$ cat src/rtl/uart_pkg.sv
// uart_pkg: definitions shared by the UART transmitter, receiver and baud generator.
//  - OVERSAMPLE : baud ticks per bit period (16x oversampling)
//  - uart_state_e : serializer state encoding (3 bits)
//  - tick_cnt_w / bit_cnt_w : counter width helpers
package uart_pkg;

  localparam int unsigned OVERSAMPLE = 16;

  typedef enum logic [2:0] {
    IDLE   = 3'd0,
    START  = 3'd1,
    DATA   = 3'd2,
    PARITY = 3'd3,
    STOP   = 3'd4
  } uart_state_e;

  // Tick counter must cover both one bit period and the stop period.
  function automatic int unsigned tick_cnt_w(input int unsigned stop_ticks);
    int unsigned w;
    w = $clog2(stop_ticks);
    return (w < 4) ? 4 : w;
  endfunction

  // Bit index counter; kept at least one bit wide for single-bit frames.
  function automatic int unsigned bit_cnt_w(input int unsigned nb_data);
    int unsigned w;
    w = $clog2(nb_data);
    return (w < 1) ? 1 : w;
  endfunction

endpackage

$ cat src/rtl/uart_tx_mod.sv
// uart_tx_mod: UART serializer driven by a 16x oversampling baud tick.
//  Frame: start bit (0), NB_DATA data bits LSB first, optional parity bit,
//  stop period of STOP_TICKS ticks (1). Idle line is high.
//  Optional feature: define TX_PARITY_EN to insert a parity bit after the data
//  (even parity when PAR_ODD=0, odd when PAR_ODD=1).
// Ports:
//  i_clk          system clock, rising edge
//  i_reset        asynchronous active-high reset
//  i_s_tick       baud tick, one-clock pulse, 16 per bit
//  i_tx_start     start request, sampled only while idle
//  i_tx_data      frame payload, latched when the start is accepted
//  o_tx_done_tick one-clock pulse when the stop period ends
//  o_tx           serial line, registered
module uart_tx_mod
  import uart_pkg::*;
#(
  parameter int unsigned NB_DATA    = 8,
  parameter int unsigned STOP_TICKS = 16,
  parameter int unsigned PAR_ODD    = 0
) (
  input  logic               i_clk,
  input  logic               i_reset,
  input  logic               i_s_tick,
  input  logic               i_tx_start,
  input  logic [NB_DATA-1:0] i_tx_data,
  output logic               o_tx_done_tick,
  output logic               o_tx
);

  localparam int unsigned TW = tick_cnt_w(STOP_TICKS);
  localparam int unsigned NW = bit_cnt_w(NB_DATA);

  localparam logic [TW-1:0] BIT_LAST  = TW'(OVERSAMPLE - 1);
  localparam logic [TW-1:0] STOP_LAST = TW'(STOP_TICKS - 1);
  localparam logic [NW-1:0] DATA_LAST = NW'(NB_DATA - 1);

  // Reject parameter values the frame logic cannot represent.
  if (STOP_TICKS < 1 || PAR_ODD > 1) begin : g_param_chk
    $error("uart_tx_mod: STOP_TICKS must be >= 1 and PAR_ODD must be 0 or 1");
  end

  uart_state_e        state_q, state_d;
  logic [TW-1:0]      s_q, s_d;
  logic [NW-1:0]      n_q, n_d;
  logic [NB_DATA-1:0] b_q, b_d;
  logic               tx_q, tx_d;
  logic               done_q, done_d;
`ifdef TX_PARITY_EN
  logic               par_q, par_d;
`endif

  // State register and datapath.
  always_ff @(posedge i_clk or posedge i_reset) begin
    if (i_reset) begin
      state_q <= IDLE;
      s_q     <= '0;
      n_q     <= '0;
      b_q     <= '0;
      tx_q    <= 1'b1;
      done_q  <= 1'b0;
`ifdef TX_PARITY_EN
      par_q   <= 1'b0;
`endif
    end else begin
      state_q <= state_d;
      s_q     <= s_d;
      n_q     <= n_d;
      b_q     <= b_d;
      tx_q    <= tx_d;
      done_q  <= done_d;
`ifdef TX_PARITY_EN
      par_q   <= par_d;
`endif
    end
  end

  // Next-state, counters and line level.
  always_comb begin
    state_d = state_q;
    s_d     = s_q;
    n_d     = n_q;
    b_d     = b_q;
    done_d  = 1'b0;
    tx_d    = 1'b1;
`ifdef TX_PARITY_EN
    par_d   = par_q;
`endif

    case (state_q)
      IDLE: begin
        // A tick in the accept cycle is deliberately not counted.
        if (i_tx_start) begin
          b_d     = i_tx_data;
          s_d     = '0;
          state_d = START;
`ifdef TX_PARITY_EN
          par_d   = (^i_tx_data) ^ 1'(PAR_ODD);
`endif
        end
      end

      START: begin
        if (i_s_tick) begin
          if (s_q == BIT_LAST) begin
            s_d     = '0;
            n_d     = '0;
            state_d = DATA;
          end else begin
            s_d = s_q + TW'(1);
          end
        end
      end

      DATA: begin
        if (i_s_tick) begin
          if (s_q == BIT_LAST) begin
            s_d = '0;
            b_d = b_q >> 1;
            if (n_q == DATA_LAST) begin
`ifdef TX_PARITY_EN
              state_d = PARITY;
`else
              state_d = STOP;
`endif
            end else begin
              n_d = n_q + NW'(1);
            end
          end else begin
            s_d = s_q + TW'(1);
          end
        end
      end

`ifdef TX_PARITY_EN
      PARITY: begin
        if (i_s_tick) begin
          if (s_q == BIT_LAST) begin
            s_d     = '0;
            state_d = STOP;
          end else begin
            s_d = s_q + TW'(1);
          end
        end
      end
`endif

      STOP: begin
        if (i_s_tick) begin
          if (s_q == STOP_LAST) begin
            s_d     = '0;
            state_d = IDLE;
            done_d  = 1'b1;
          end else begin
            s_d = s_q + TW'(1);
          end
        end
      end

      default: begin
        state_d = IDLE;
        s_d     = '0;
      end
    endcase

    // Line level follows the upcoming state so the pin flop matches state_q.
    case (state_d)
      START:   tx_d = 1'b0;
      DATA:    tx_d = b_d[0];
`ifdef TX_PARITY_EN
      PARITY:  tx_d = par_d;
`endif
      default: tx_d = 1'b1;
    endcase
  end

  assign o_tx           = tx_q;
  assign o_tx_done_tick = done_q;

endmodule

$ cat config.mk
export PLATFORM = sky130hd
export DESIGN_NAME = uart_tx_mod
export DESIGN_NICKNAME = d
export VERILOG_FILES = /design/src/rtl/uart_pkg.sv /design/src/rtl/uart_tx_mod.sv
export SDC_FILE = /design/constraint.sdc
export NUM_CORES = 1
export LEC_CHECK = 0
export CAP_MARGIN = 20
export CORE_MARGIN = 4
export CORE_UTILIZATION = 30
export DETAILED_ROUTE_END_ITERATION = 8
export SLEW_MARGIN = 0
export SYNTH_ARGS = -nofsm -noshare
export SYNTH_HDL_FRONTEND = slang
export SYNTH_SLANG_ARGS = --single-unit
$ cat constraint.sdc
create_clock -name i_clk -period 1.6 [get_ports i_clk]
set_input_delay 0.16 -clock i_clk [delete_from_list [all_inputs] [get_ports i_clk]]
set_output_delay 0.16 -clock i_clk [all_outputs]
set_load 0.005 [all_outputs]
**Wiring heat map**

Drawn at 4 px/um. 13 x 13 tiles, from dark purple (low) to yellow (high), scaled to the fullest tile. Values are wire area over tile area, all layers added.
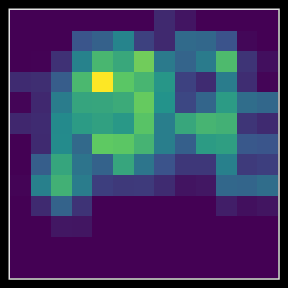
nearly empty tiles = 40%
densest ninth of the die = center
emptiest ninth of the die = south
DRT Wirelength: 2684 um
vias: 938

**Logic cells by family**

Drawn at 6 px/um.
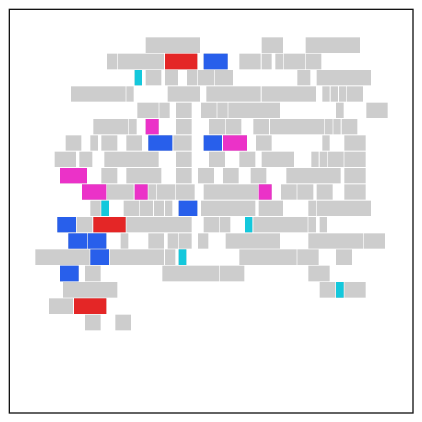
red -> fa/ha/maj cells  # cells 3
blue -> non-inverting ao/oa cells  # cells 9, where west
cyan -> inv cells  # cells 5
magenta -> and/or cells  # cells 6
most used logic cell in the final layout: buf_4
final std cells w/o fill: 189
multi-input combinational area share: 0.3675

**Close-up of the layout**

Region (19, 19) to (49, 49) um. Cells in gray, sequential cells in the stronger gray; small squares are vias.
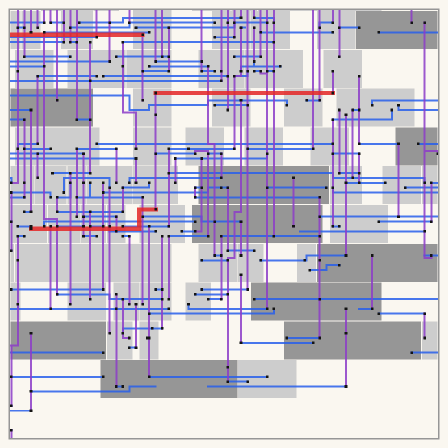
red -> M3
purple -> M2
blue -> M1
sequential cells in the window = 9
most frequent = buf_4 (13), dfrtp_1 (7), nand2_1 (4)
cells with their middle in the window = 54
netlist names of flops here include = state_q (3), b_q (2)

**Wiring by layer**

Drawn at 6 px/um. Two of the layers only.
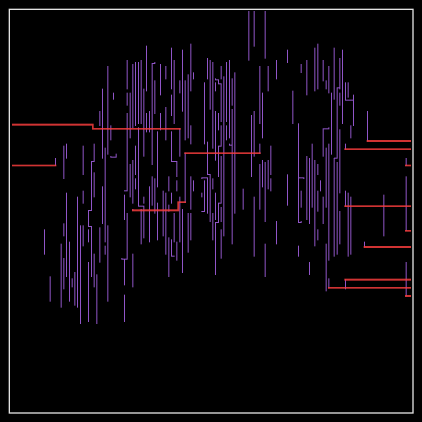
purple -> M2  # wire length 1,340 um
red -> M3  # wire length 121 um
post-DR wirelength/cell: 14.20 um
GRT Total Usage: 0.1255

==> impl_metrics.tcl <==
# metrics dict for downstream scripts
set metrics [dict create \
    hold_class "input port to asynchronous set/reset pin" \
    antenna_found_initial 0 \
    tightest_slew_ns 0.3275 \
    dr.pass1.iters 3 \
    crit_chain "buf_6 -> or3_4 -> o22a_1 -> mux2_4" \
    clk_pin_slew_ns 0.12 \
    hold_buffers 0 \
    ys_cells 102 \
    portBuffers 13 \
    grt_pass1_vias 966 \
    cts.sinks 20 \
    area_delta_synth_final_pct 48.09 \
    drt_iter0_drc 38 \
    p_per_area_mw_per_mm2 1289 \
    synth-edff-count 0 \
    yosysMostFrequentCell "dfrtp_1" \
    reg2reg_from "state_q[2]" \
    top_cells_by_area "dfrtp_1 (45%), nand2_1 (6.5%), a22oi_1 (5.0%)" \
    die_w_um 67.05 \
    power.share.switching 0.3280 \
    fin_setup_tns_ns 0 \
    fp_util 0.3110 \
    crit_path_max_fanout 6 \
    syn_area_mm2 0.001046 \
    crit_arrival_ns 1.80 \
    clkLatencyLatePin_ns 0.31 \
    synth.avg_cell_area_um2 10.25 \
    ys_top_cells_by_count "dfrtp_1 (19), nand2_1 (18), a22oi_1 (7), a22o_1 (5), inv_1 (5)" \
    core_area_mm2 0.003363 \
    clock_power_share 0.212 \
    cts-root-buf "clkbuf_4" \
    worstSetupPathType "flip-flop to flip-flop" \
    outcome "complete, no violations" \
    peakVddDrop_uv 444.7 \
    dpl.hpwl_um 1847 \
    syn_nets 117 \
    synth_warnings 0 \
    async_flop_share 1.000 \
    rsz0062_at_grt "yes" \
    synth_cells 102 \
    rrSetupSlack_ns 0.006 \
    layout.nets 159 \
    max_slew_margin 0.7810 \
    viasPerCell 4.963 \
    ys_types 36 \
    ff2ff_path_depth 4 \
    fmax_mhz 627.2 \
    final_layout_size_suffix_gt1_frac 0.3427 \
    grt_max_degree 21 \
    flop_cell "dfrtp_1" \
    ys_ff 20 \
    warning_count 27 \
    internal-power_mw 1.341 \
    rows 21 \
    leakage_nw 0.7119 \
    layout_min_cycle_time_ns 1.594 \
    combPwrFrac 0.373 \
    hold_viol_final 0 \
    tritoncts "built" \
    setup_viol 0 \
    h-tree-depth 1 \
    cp-end-kind "flip-flop" \
    finalClockSkew_ns 0.001203 \
    clockBufferDepth 2 \
    slew_violations 0 \
]
==> cell usage in the layout (no fill, tap or decap), types with 2 or more instances in the layout <==
master,netlist,layout
dfrtp_1,19,18
o21ai_1,3,3
clkdlybuf4s50_1,0,13
inv_1,5,5
or3_4,0,2
and3_1,2,2
clkbuf_4,0,3
buf_4,1,26
a21oi_1,4,4
a22o_1,5,5
nand2b_1,3,3
nand3_1,4,3
a22oi_1,7,7
ha_2,0,3
buf_6,0,2
nand2_1,18,18
==> state kept, by name, summed over array words and instances, names as in the netlist <==
signal	flops
b_q	8
n_q	3
o_tx	1
o_tx_done_tick	1
s_q	4
state_q	3
==> per-layer routing <==
layer  GRT usage  part of all wire  vias to the layer above
met2      0.2196              0.50                       15
met1      0.1507              0.46                      463
li1            -                 -                      460
met4     0.01519                 0                        0
met3     0.04384             0.045                        0
met5           0                 0                        -
==> cell type report <==
class	count	area (um^2)
Fill cell	338	1814
Multi-Input combinational cell	73	569.3
Sequential cell	20	503.0
Timing Repair Buffer	41	347.8
Tap cell	46	57.56
Clock inverter	1	30.03
Clock buffer	3	22.52
Inverter	5	18.77
==> power groups by stage <==
stage	registers [mW]	clock network, mW	logic [mW]
after floorplan	0.790	0	0.404
after global placement	0.806	0	0.642
after detailed placement	0.816	0	0.672
after CTS	0.810	0.433	0.683
after global routing	0.857	0.455	0.824
final	0.830	0.422	0.744
==> worst paths after layout <==
check                          to
max                        s_q[1]
min                        b_q[1]
max reg2reg                s_q[1]
min reg2reg                b_q[6]
max in group asynchronous    o_tx
min in group i_clk         b_q[7]
==> stage by stage <==
step                      total power, mW  hold slack [ns]    util  setup WS [ns]  std cells
final                               1.996           0.1683  0.4606       0.005603        189
after global routing                2.136           0.2065  0.4606       -0.09049        189
after CTS                           1.926           0.1689  0.4319        0.01276        184
after detailed placement            1.487           0.4623  0.4092       -0.02464        179
after global placement              1.448           0.4588  0.4092        0.01749        179
after floorplan                     1.194           0.1231       -        0.06014        102
==> cells by family (layout without fill, tap and decap cells) <==
group	count (synthesis)	count (layout)	synth area share
compound gates	30	30	0.2225
xor+xnor	1	1	0.008375
fa+ha+maj	3	3	0.03589
buf+inv	9	50	0.03947
flops	20	20	0.4797
mux	2	2	0.02511
simple gates	37	37	0.1890
==> critical path, delay by kind of cell, from the launching register on <==
family | cells | cell delay [ns]
AND-OR/OR-AND | 1 | 0.25
buffers and inverters | 1 | 0.14
multiplexers | 1 | 0.30
flip-flops | 1 | 0.47
AND/OR/NAND/NOR | 1 | 0.32
==> repair_timing <==
action | CTS | global route
resized | 5 | 11
endpoints found under the setup margin | 5 | 11
pin swaps | 0 | 4
gates cloned | 0 | 0
buffers inserted | 1 | 5
Power and IR drop assume default switching activity.
